<file path="src/rtl/eth_tx_pkg.sv">
// Shared constants and FSM encoding for the ethernet_tx frame scheduler.
package eth_tx_pkg;

  localparam int FRAME_BYTES_DEF = 1350;
  localparam int PREFIX_NIBBLES  = 40;
  localparam int IFG_CYCLES_DEF  = 24;
  localparam int REQ_CNT_W       = 11;

  typedef enum logic [2:0] {
    ST_IDLE     = 3'd0,
    ST_PRE      = 3'd1,
    ST_PRE_LAST = 3'd2,
    ST_DATA     = 3'd3,
    ST_GAP      = 3'd4
  } tx_state_e;

endpackage

</file>
<file path="src/rtl/eth_rr_arb2.sv">
// Two-way round-robin arbiter; the pointer remembers the last source taken.
module eth_rr_arb2 (
  input  logic       clk,
  input  logic       rst,
  input  logic [1:0] req,
  input  logic       take,
  output logic       gnt_idx
);

  logic last;

  always_comb begin
    gnt_idx = 1'b0;
    if (req == 2'b11) begin
      gnt_idx = ~last;
    end else if (req[1]) begin
      gnt_idx = 1'b1;
    end
  end

  // Pointer starts at 1 so source 0 wins the first tie.
  always_ff @(posedge clk) begin
    if (rst) begin
      last <= 1'b1;
    end else if (take) begin
      last <= gnt_idx;
    end
  end

endmodule

</file>
<file path="src/rtl/ethernet_tx_sched.sv">
// Grants whole frames from two FWFT byte FIFOs to ethernet_tx, holds send_enale
// through the prefix, then enforces an inter-frame gap and tracks frame stats.
module ethernet_tx_sched
  import eth_tx_pkg::*;
#(
  parameter int FRAME_BYTES = FRAME_BYTES_DEF,
  parameter int IFG_CYCLES  = IFG_CYCLES_DEF,
  parameter int CNT_W       = 12
) (
  input  logic             clk,
  input  logic             rst,
  input  logic             enable,
  input  logic [CNT_W-1:0] fifo0_count,
  input  logic [7:0]       fifo0_dout,
  output logic             fifo0_rd_en,
  input  logic [CNT_W-1:0] fifo1_count,
  input  logic [7:0]       fifo1_dout,
  output logic             fifo1_rd_en,
  output logic [7:0]       tx_datain,
  input  logic             tx_data_request,
  input  logic             tx_ctrl,
  output logic             tx_send_enable,
  output logic             grant,
  output logic             busy,
  output logic [15:0]      frame_cnt0,
  output logic [15:0]      frame_cnt1,
  output logic             len_err,
  output logic [2:0]       dbg_state
);

  localparam int GAP_W = (IFG_CYCLES > 1) ? $clog2(IFG_CYCLES) : 1;
  localparam logic [CNT_W-1:0]     THRESH     = CNT_W'(FRAME_BYTES);
  localparam logic [REQ_CNT_W-1:0] REQ_TARGET = REQ_CNT_W'(FRAME_BYTES);
  localparam logic [REQ_CNT_W-1:0] REQ_ONE    = REQ_CNT_W'(1);
  localparam logic [GAP_W-1:0]     GAP_LOAD   = GAP_W'(IFG_CYCLES - 1);
  localparam logic [GAP_W-1:0]     GAP_ONE    = GAP_W'(1);

  tx_state_e            state, state_nxt;
  logic [1:0]           req;
  logic                 gnt_idx;
  logic                 take;
  logic                 in_frame;
  logic                 frame_end;
  logic [REQ_CNT_W-1:0] req_cnt;
  logic [GAP_W-1:0]     gap_cnt;

  assign req[0]    = (fifo0_count >= THRESH);
  assign req[1]    = (fifo1_count >= THRESH);
  assign take      = (state == ST_IDLE) && enable && (req != 2'b00);
  assign in_frame  = (state == ST_PRE) || (state == ST_PRE_LAST) || (state == ST_DATA);
  assign frame_end = (state == ST_DATA) && !tx_ctrl;
  assign dbg_state = state;

  eth_rr_arb2 u_arb (
    .clk     (clk),
    .rst     (rst),
    .req     (req),
    .take    (take),
    .gnt_idx (gnt_idx)
  );

  always_ff @(posedge clk) begin
    if (rst) state <= ST_IDLE;
    else     state <= state_nxt;
  end

  // The transmitter samples send_enale once more after its first request, so
  // PRE_LAST keeps it high for that extra clock.
  always_comb begin
    state_nxt      = state;
    tx_send_enable = 1'b0;
    busy           = (state != ST_IDLE);
    case (state)
      ST_IDLE:     if (take) state_nxt = ST_PRE;
      ST_PRE: begin
        tx_send_enable = 1'b1;
        if (tx_data_request) state_nxt = ST_PRE_LAST;
      end
      ST_PRE_LAST: begin
        tx_send_enable = 1'b1;
        state_nxt      = ST_DATA;
      end
      ST_DATA:     if (!tx_ctrl) state_nxt = ST_GAP;
      ST_GAP:      if (gap_cnt == '0) state_nxt = ST_IDLE;
      default:     state_nxt = ST_IDLE;
    endcase
  end

  // Handshake: tx_data_request acts as ready, FWFT dout as valid data; a pop
  // happens in the very clock the transmitter requests, with no added latency.
  always_comb begin
    fifo0_rd_en = 1'b0;
    fifo1_rd_en = 1'b0;
    tx_datain   = 8'h00;
    if (in_frame) begin
      if (grant) begin
        tx_datain   = fifo1_dout;
        fifo1_rd_en = tx_data_request;
      end else begin
        tx_datain   = fifo0_dout;
        fifo0_rd_en = tx_data_request;
      end
    end
  end

  always_ff @(posedge clk) begin
    if (rst) begin
      grant      <= 1'b0;
      req_cnt    <= '0;
      gap_cnt    <= '0;
      frame_cnt0 <= 16'd0;
      frame_cnt1 <= 16'd0;
      len_err    <= 1'b0;
    end else begin
      if (take) begin
        grant   <= gnt_idx;
        req_cnt <= '0;
      end else if (in_frame && tx_data_request && (req_cnt != '1)) begin
        req_cnt <= req_cnt + REQ_ONE;
      end

      if (frame_end) begin
        gap_cnt <= GAP_LOAD;
        if (grant) frame_cnt1 <= frame_cnt1 + 16'd1;
        else       frame_cnt0 <= frame_cnt0 + 16'd1;
        if (req_cnt != REQ_TARGET) len_err <= 1'b1;
      end else if ((state == ST_GAP) && (gap_cnt != '0)) begin
        gap_cnt <= gap_cnt - GAP_ONE;
      end
    end
  end

endmodule

</file>
<file path="config.mk">
export PLATFORM = sky130hd
export DESIGN_NAME = ethernet_tx_sched
export DESIGN_NICKNAME = d
export VERILOG_FILES = /design/src/rtl/eth_tx_pkg.sv /design/src/rtl/eth_rr_arb2.sv /design/src/rtl/ethernet_tx_sched.sv
export SDC_FILE = /design/constraint.sdc
export NUM_CORES = 1
export LEC_CHECK = 0
export ABC_AREA = 0
export CAP_MARGIN = 25
export CORE_MARGIN = 5
export CORE_UTILIZATION = 47
export CTS_BUF_LIST = sky130_fd_sc_hd__clkbuf_8 sky130_fd_sc_hd__clkbuf_16
export CTS_CLUSTER_DIAMETER = 200
export DETAILED_ROUTE_END_ITERATION = 12
export PLACE_DENSITY_LB_ADDON = 0.12
export SLEW_MARGIN = 25
export SYNTH_ARGS = -nofsm -noshare
export SYNTH_HDL_FRONTEND = slang
export SYNTH_SLANG_ARGS = --single-unit
</file>
<file path="constraint.sdc">
create_clock -name clk -period 2.1 [get_ports clk]
set_input_delay 0.42 -clock clk [delete_from_list [all_inputs] [get_ports clk]]
set_output_delay 0.42 -clock clk [all_outputs]
set_load 0.005 [all_outputs]
</file>
==> ci_impl_report.md <==
## PnR job results

| Metric | Value |
|---|---|
| CP Data Required Time | `1680 ps` |
| ANT nets after route | `0` |
| Comb pwr | `0.364 mW` |
| Total number of vias | `3,089` |
| Max Cap Violations | `0` |
| Hold_ws | `486.5 ps` |
| Layout cell share with drive strength beyond 1 | `13.15%` |
| Post-placement cell count | `526` |
| P per Cell Area | `493.7 nW/um^2` |
| Buf/Inv on CP | `2` |
| Setup TNS | `0 ps` |
| Hold crit path type | `reg -> reg` |
| Mux share | `3.428%` |
| Critical path capture point type | `output port` |
| Filler-free cell count of the finished design | `539` |
| CTS tree | `done` |
| Clock buffer depth | `2` |
| DR vias/cell | `5.731` |
| Xor+xnor area frac | `5.628%` |
| Setup WS pre-CTS | `-407.0 ps` |
| Synth Instances | `352` |
| Crit-path max cell delay | `500 ps` |
| Post-layout util | `71.45%` |
| Crit path cell chain | `o21bai_1 -> buf_4 -> nor2_1 -> clkdlybuf4s50_1` |
| EDFF count, synth | `0` |
| Top Ports | `94` |
| TritonCTS Buffers | `5` |
| Fin crit period | `2041 ps` |
| Register area | `1091 sq um` |
| Gpl congestion | `0.8758` |
| Psw | `0.4994 mW` |
| Met2 Resource Use GR | `36.57%` |
| R2r worst-path depth | `7` |
| Outcome | `complete, no violations` |
| Post-DP HPWL | `5906 um` |
| CTS resizes | `10` |
| Worst Tran Pin Value | `612.5 ps` |
| # diodes | `0` |
| Multi-input logic area | `1758 sq um` |
| Seq pwr | `1.05 mW` |
| Delay-heaviest family, CP | `buffers and inverters` |
| Inverters | `16` |
| Wire length on met2 | `3924 um` |
==> Yosys cell counts (all sizes together) (2+ instances only) <==
cell,number,area share (%)
nand3,17,3.0
o211ai,5,1.3
and3,6,1.3
a2111oi,6,2.1
nor3,5,0.85
clkbuf,15,1.9
xnor2,6,1.8
a221oi,5,1.5
nor4bb,3,1.0
inv,16,2.0
o31ai,13,3.3
nor2,32,4.1
and2,2,0.42
nand2,20,2.5
a21o,2,0.55
or2,2,0.42
a211oi,2,0.51
and4,7,2.1
dfxtp,54,37
mux2i,9,3.0
nand2b,2,0.42
or4,13,3.4
a31oi,2,0.42
ha,6,2.5
buf,5,1.1
a21oi,30,5.2
nor4,6,1.8
or3,10,2.1
nand4,13,3.0
o21ai,10,1.7
xor2,13,3.9
nor2b,2,0.42
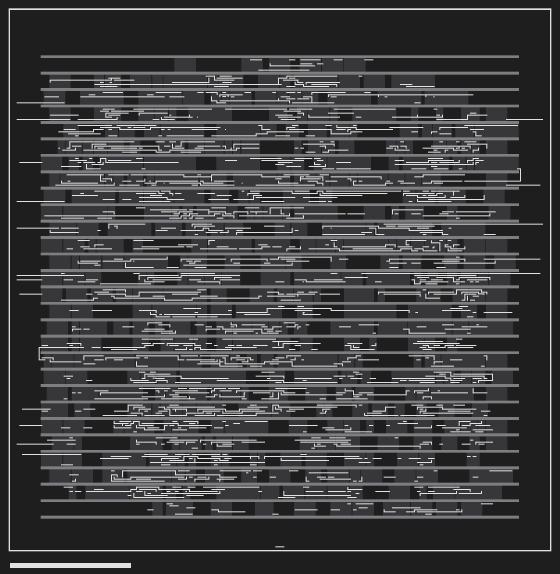
**Above:** metal 1.
Bar = 20 um. Supply wires on this layer in gray. Cells faint in the background.
main direction: horizontal
nets with wire on the layer: 464
wire length on this layer: 3,430 um

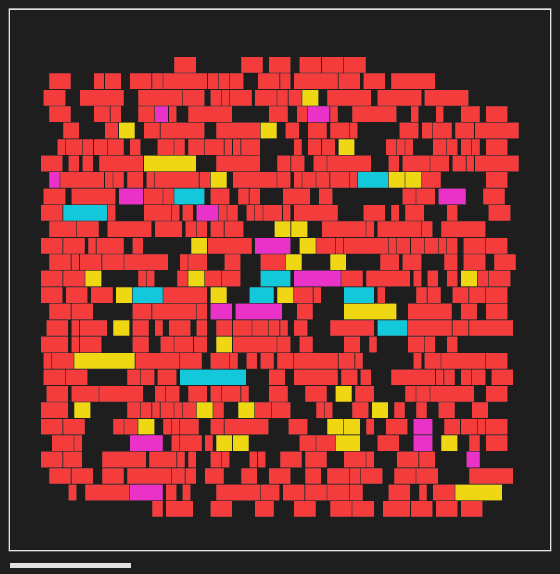
**Above:** cell sizes after repair.
Bar = 20 um.
| size | color | cells |
|---|---|---|
| x3 and x4 | yellow | 37 |
| x2 | magenta | 15 |
| x1 and smaller | red | 403 |
| x6 and larger | cyan | 9 |
area grow syn2layout: 45.62%
Buffers, non-clock: 125
final worst slack: 58.57 ps
post-route cell area: 4305 sq um

Power is estimated from default activity; no workload was simulated.
